File: config.mk
export PLATFORM = sky130hd
export DESIGN_NAME = wb_register_file
export DESIGN_NICKNAME = d
export VERILOG_FILES = /design/src/rtl/wb_register_file.sv
export SDC_FILE = /design/constraint.sdc
export NUM_CORES = 2
export LEC_CHECK = 0
export ABC_AREA = 1
export CAP_MARGIN = 20
export CORE_MARGIN = 3
export CORE_UTILIZATION = 34
export DETAILED_ROUTE_END_ITERATION = 8
export PLACE_DENSITY = 0.48
export REMOVE_ABC_BUFFERS = 1
export SLEW_MARGIN = 20
export SYNTH_ARGS = -nofsm -noshare
export SYNTH_HDL_FRONTEND = slang
export SYNTH_SLANG_ARGS = --single-unit
File: constraint.sdc
create_clock -name clk -period 2.9 [get_ports clk]
set_clock_uncertainty 0.15 [all_clocks]
set_input_delay 0.29 -clock clk [delete_from_list [all_inputs] [get_ports clk]]
set_output_delay 0.29 -clock clk [all_outputs]
set_load 0.05 [all_outputs]
File: src/rtl/wb_register_file.sv
// Writeback stage: picks memory or execution data, commits it to the integer register file,
// serves two asynchronous read ports with optional same-cycle bypass, and counts commits.
module wb_register_file #(
  parameter int unsigned XLEN          = 32,
  parameter int unsigned REG_COUNT     = 32,
  parameter int unsigned COUNTER_WIDTH = 64,
  parameter bit          WRITE_BYPASS  = 1'b1
) (
  input  logic                     clk,
  input  logic                     reset,
  input  logic [XLEN-1:0]          wbMemoryData,
  input  logic [XLEN-1:0]          wbExecutionData,
  input  logic [4:0]               wbWriteRegisterIndex,
  input  logic                     wbMemToReg,
  input  logic                     wbRegWrite,
  input  logic [4:0]               readRegisterIndex1,
  input  logic [4:0]               readRegisterIndex2,
  output logic [XLEN-1:0]          readData1,
  output logic [XLEN-1:0]          readData2,
  output logic [XLEN-1:0]          wbWriteData,
  output logic [COUNTER_WIDTH-1:0] writebackCount
);

  logic [XLEN-1:0]          regs_q [REG_COUNT];
  logic [XLEN-1:0]          regs_d [REG_COUNT];
  logic [COUNTER_WIDTH-1:0] count_q, count_d;
  logic                     commit;

  always_comb begin
    wbWriteData = wbMemToReg ? wbMemoryData : wbExecutionData;
  end

  // Reset blocks the commit, which also suppresses bypass during the reset cycle.
  always_comb begin
    commit = wbRegWrite && (wbWriteRegisterIndex != 5'd0) && !reset;
  end

  always_comb begin
    regs_d  = regs_q;
    count_d = count_q;
    if (reset) begin
      for (int i = 0; i < REG_COUNT; i++) begin
        regs_d[i] = '0;
      end
      count_d = '0;
    end else if (commit) begin
      regs_d[wbWriteRegisterIndex] = wbWriteData;
      count_d = count_q + COUNTER_WIDTH'(1);
    end
    regs_d[0] = '0;
  end

  always_ff @(posedge clk) begin
    regs_q  <= regs_d;
    count_q <= count_d;
  end

  function automatic logic [XLEN-1:0] read_port(
    input logic [4:0]      idx,
    input logic            wr_en,
    input logic [4:0]      wr_idx,
    input logic [XLEN-1:0] wr_data,
    input logic [XLEN-1:0] stored
  );
    logic [XLEN-1:0] result;
    if (idx == 5'd0) begin
      result = '0;
    end else if (WRITE_BYPASS && wr_en && (idx == wr_idx)) begin
      result = wr_data;
    end else begin
      result = stored;
    end
    return result;
  endfunction

  always_comb begin
    readData1 = read_port(readRegisterIndex1, commit, wbWriteRegisterIndex, wbWriteData,
                          regs_q[readRegisterIndex1]);
    readData2 = read_port(readRegisterIndex2, commit, wbWriteRegisterIndex, wbWriteData,
                          regs_q[readRegisterIndex2]);
  end

  always_comb begin
    writebackCount = count_q;
  end

endmodule

### Signal metal coverage by tile

(1 px per um) 21 x 21 tiles, from dark purple (low) to yellow (high), scaled to the fullest tile. Values are wire area over tile area, all layers added.
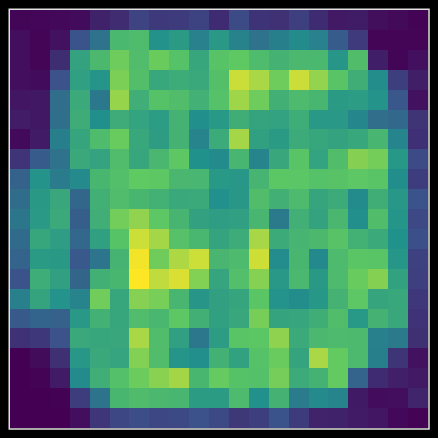
fullest tile: 0.54
mean over tiles: 0.27
densest ninth of the die: center
vias: 65400
post-DR wirelength/cell: 24.5 um

### PDN straps and rails

(1 px per um) Pins as bars on the die edge.
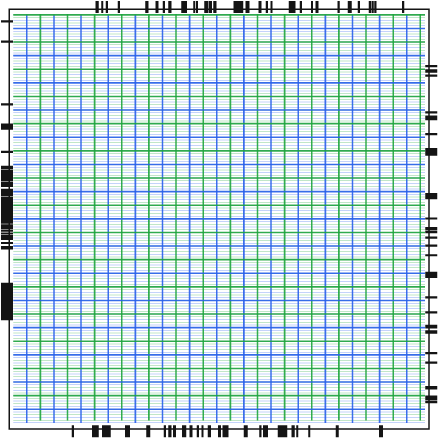
[blue] VSS
[green] VDD
met5 straps: 30
rows: 150
core footprint: 0.168 mm2
maximum vdd drop: 638 uV

==> run summary <==
impl run done, here's what came out: Pwr Total=about 0.038 W, htree depth=4, # Cells Yosys=slightly above 9000, final hold vios=0, Routed Antenna Nets=0, pwr dens=between 500 and 600 mW/mm2, r2r startpoint=writebackCount[0], share of post-route cells with drive strength above 1=about 9.1%, Remaining Overflow, GRT=0, CTS tree=done, Crit path largest cell delay=between 0.3 and 0.4 ns, routed wire length=282 mm, Clk pin slew, worst setup/hold paths=0.06 ns, Die X=roughly 420 um, Area growth, synth to finish=22.9%, Nets=roughly 9000, Hold Crit Depth=6, die footprint=0.175 mm2, Synth cell types=34, Final Cycle Share=between 90 and 100%, starting density of the core=between 30% and 40%, global-route wire length before repair=around 410 mm, Worst Hold Class=in2reg, Slowest-stage cell, CP=dfxtp_1, Final GP Congestion=about 0.87, iteration tally of the first detailed-router pass=8, number of global-route vias before repair=between 60000 and 70000, Setup Viol. Count Final=0, synthesized cell area=between 0.05 and 0.06 mm2, crit-path cells=a21oi_1 -> o21ai_0 -> nand3_1 -> nand3_1 -> nand3_1 -> buf_4 -> nand3_1 -> nand2_1 -> inv_1 -> buf_12, port bufs=between 200 and 250, Critical Path AT=2.38 ns, Log Warnings=44, post-synthesis sequential area ratio=~37%, FF+latch area=roughly 0.021 mm2, Latency at later pin=about 0.78 ns, MI comb area=slightly above 0.03 mm2, max cap viols=0, setup TNS=0 ns, dpl hpwl=175 mm, Hold EP=regs_q[387], RR Endpoint=writebackCount[40], antenna violations before repair=9, critical path capture point type=primary output, # IOs=approximately 240, largest net degree at the start of global routing=170, Critical path origin=regs_q[516], Hold Crit Start=wbMemToReg, FMAX=about 350 MHz, slew margin rel.=30.3%, Die Ht=about 420 um, Slew Viols, Final=0, total track usage=around 31%, CP most frequent cell=nand3_1, CTS Buf Count=roughly 130, Critical Path End=readData2[4], Worst-Margin Slew=~1.0 ns, kind of critical path=reg2out, P_leak=roughly 27 nW, register bit count reported by yosys=around 1100, Yosys warning count=0, Via density=roughly 5.7, YS chip area=about 0.058 mm2, Top cell excl fill/tap=a21oi_1, R2R Setup Slk=about 0.55 ns, most frequent cells in the layout=1596 x a21oi_1, 1371 x nand3_1, 1316 x nand2_1, 1209 x o21ai_0, 1056 x dfxtp_1, critical path startpoint category=flip-flop, root buf cell=clkbuf_16, CP required=roughly 2.5 ns, # clock sinks=approximately 1100, Synth Instances=around 9000, Remaining DRCs=0, status=finished, final reports clean, r2r worst-path depth=10, Worst Path Max Fanout=3, DR iter-0 viols=approximately 7000, Mapped Avg Cell Area=between 6 and 7 um2, Min Clock Period, post-route=2.82 ns, CTS Buffer Depth=3
### Cell placement

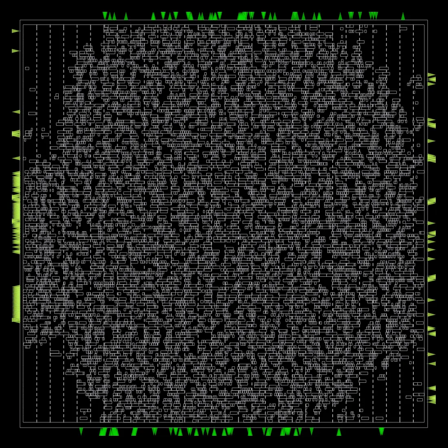
row count: 150
# fillers: 17400
Flops: 1056
# Taps: 2204
flop share of the area: 29.8%

### Zoomed window

Window x 184 to 234, y 268 to 318 um. Cells in gray, sequential cells in the stronger gray; small squares are vias.
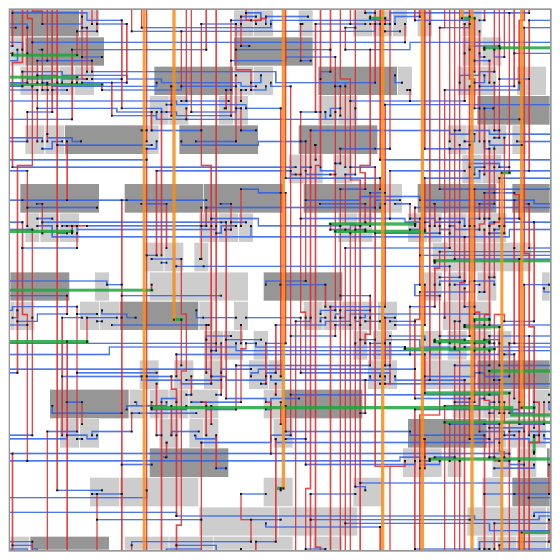
[blue] met1
[green] met3
[orange] met4
[red] met2
netlist names of flops here include: regs_q (22)
cells with their middle in the window: 145
sequential cells in the window: 22
most frequent: a21oi_1 (33), o21ai_0 (23)

## repair_timing
item / CTS / global route
endpoints found under the hold margin: 58 / 0
resized: 7 / 17
setup endpoints to repair: 17 / 34
hold buffers: 1 / 0
gates cloned: 1 / 3
setup buffers: 0 / 1
pin swaps: 1 / 2
## flip-flops by register name, summed over array words and instances (netlist names)
name            count
writebackCount     64
regs_q            992
## cell families after synthesis
| family | share of synthesized area, % |
|---|---|
| and+or+nand+nor | 25.8 |
| AOI/OAI and AO/OA | 26.6 |
| buffers and inverters | 10.8 |
| DFF | 36.6 |
| xor gates and xnor gates | 0.258 |
| muxes | 0.0195 |
| adders and majority gates | 0.0216 |
## synth_stat cells
cell / n / share of area [%]
a21oi_1: 1596 / 14
buf_1: 64 / 0.42
buf_2: 74 / 0.64
buf_4: 1 / 0.013
buf_6: 1 / 0.019
clkbuf_1: 714 / 4.6
clkbuf_2: 1 / 0.0087
dfxtp_1: 1056 / 37
ha_1: 1 / 0.022
inv_1: 765 / 5.0
inv_2: 8 / 0.052
mux2_2: 1 / 0.019
nand2_1: 1345 / 8.7
nand2_2: 4 / 0.043
nand3_1: 1375 / 12
nand3_2: 2 / 0.035
nand3b_1: 1 / 0.013
nand4_1: 26 / 0.28
nor2_1: 674 / 4.4
nor2_2: 1 / 0.011
nor2_4: 1 / 0.019
nor2_8: 1 / 0.035
nor3_1: 19 / 0.16
nor3_2: 4 / 0.069
nor3_4: 1 / 0.028
nor3b_1: 6 / 0.078
nor4_1: 2 / 0.022
o211ai_1: 66 / 0.86
o21a_1: 2 / 0.026
o21ai_0: 1211 / 10
o21ai_1: 151 / 1.3
o21bai_1: 4 / 0.052
xnor2_1: 7 / 0.11
xor2_1: 10 / 0.15
## power breakdown
| part | switching (W) | total (W) | internal, W |
|---|---|---|---|
| registers | 0.0000474 | 0.0146 | 0.0146 |
| logic | 0.00413 | 0.00607 | 0.00194 |
| clock network | 0.00701 | 0.0173 | 0.0103 |
## worst max-delay path, delay by kind of cell, from the launching register on
kind | cells | cell delay, ns
AND/OR/NAND/NOR | 5 | 0.64
buffers and inverters | 3 | 0.38
flip-flops | 1 | 0.37
AND-OR/OR-AND | 2 | 0.20
## per-layer routing
metal  track usage [%]  share of wire (%)  vias to the layer above
met4              11.9                4.1                        8
met1              41.0                 43                    30900
met5                 0              0.019                        -
met3              5.24                8.2                      540
met2              49.6                 45                     3078
li1                  -                  -                    30900
## stage by stage
| stage | std cells | hold slack, ns | utilization, % | setup WS (ns) | area (um2) |
|---|---|---|---|---|---|
| CTS | 11500 | 0.0439 | 42.2 | 0.0340 | 70900 |
| detailed placement | 11200 | 0.304 | 39.5 | -0.143 | 66400 |
| floorplan | 8340 | 0.209 | - | -13.52 | 54500 |
| finish | 11500 | 0.0862 | 42.3 | 0.0788 | 71000 |
| global route | 11500 | 0.112 | 42.3 | -0.0422 | 71000 |
| global placement | 11200 | 0.298 | 39.5 | -0.137 | 66400 |
## area by class of cell
class                   count  share of cell area [%]
well taps                2204                    3.88
inverters                 773                    4.20
diodes                      3                  0.0106
clock buffers             195                    5.63
multi-input cells        6511                    43.2
repair buffers            703                    12.6
flip-flops and latches   1056                    29.8
clock inverters            40                   0.657
Power figures rest on the tool's default switching activity, not on a simulated workload.
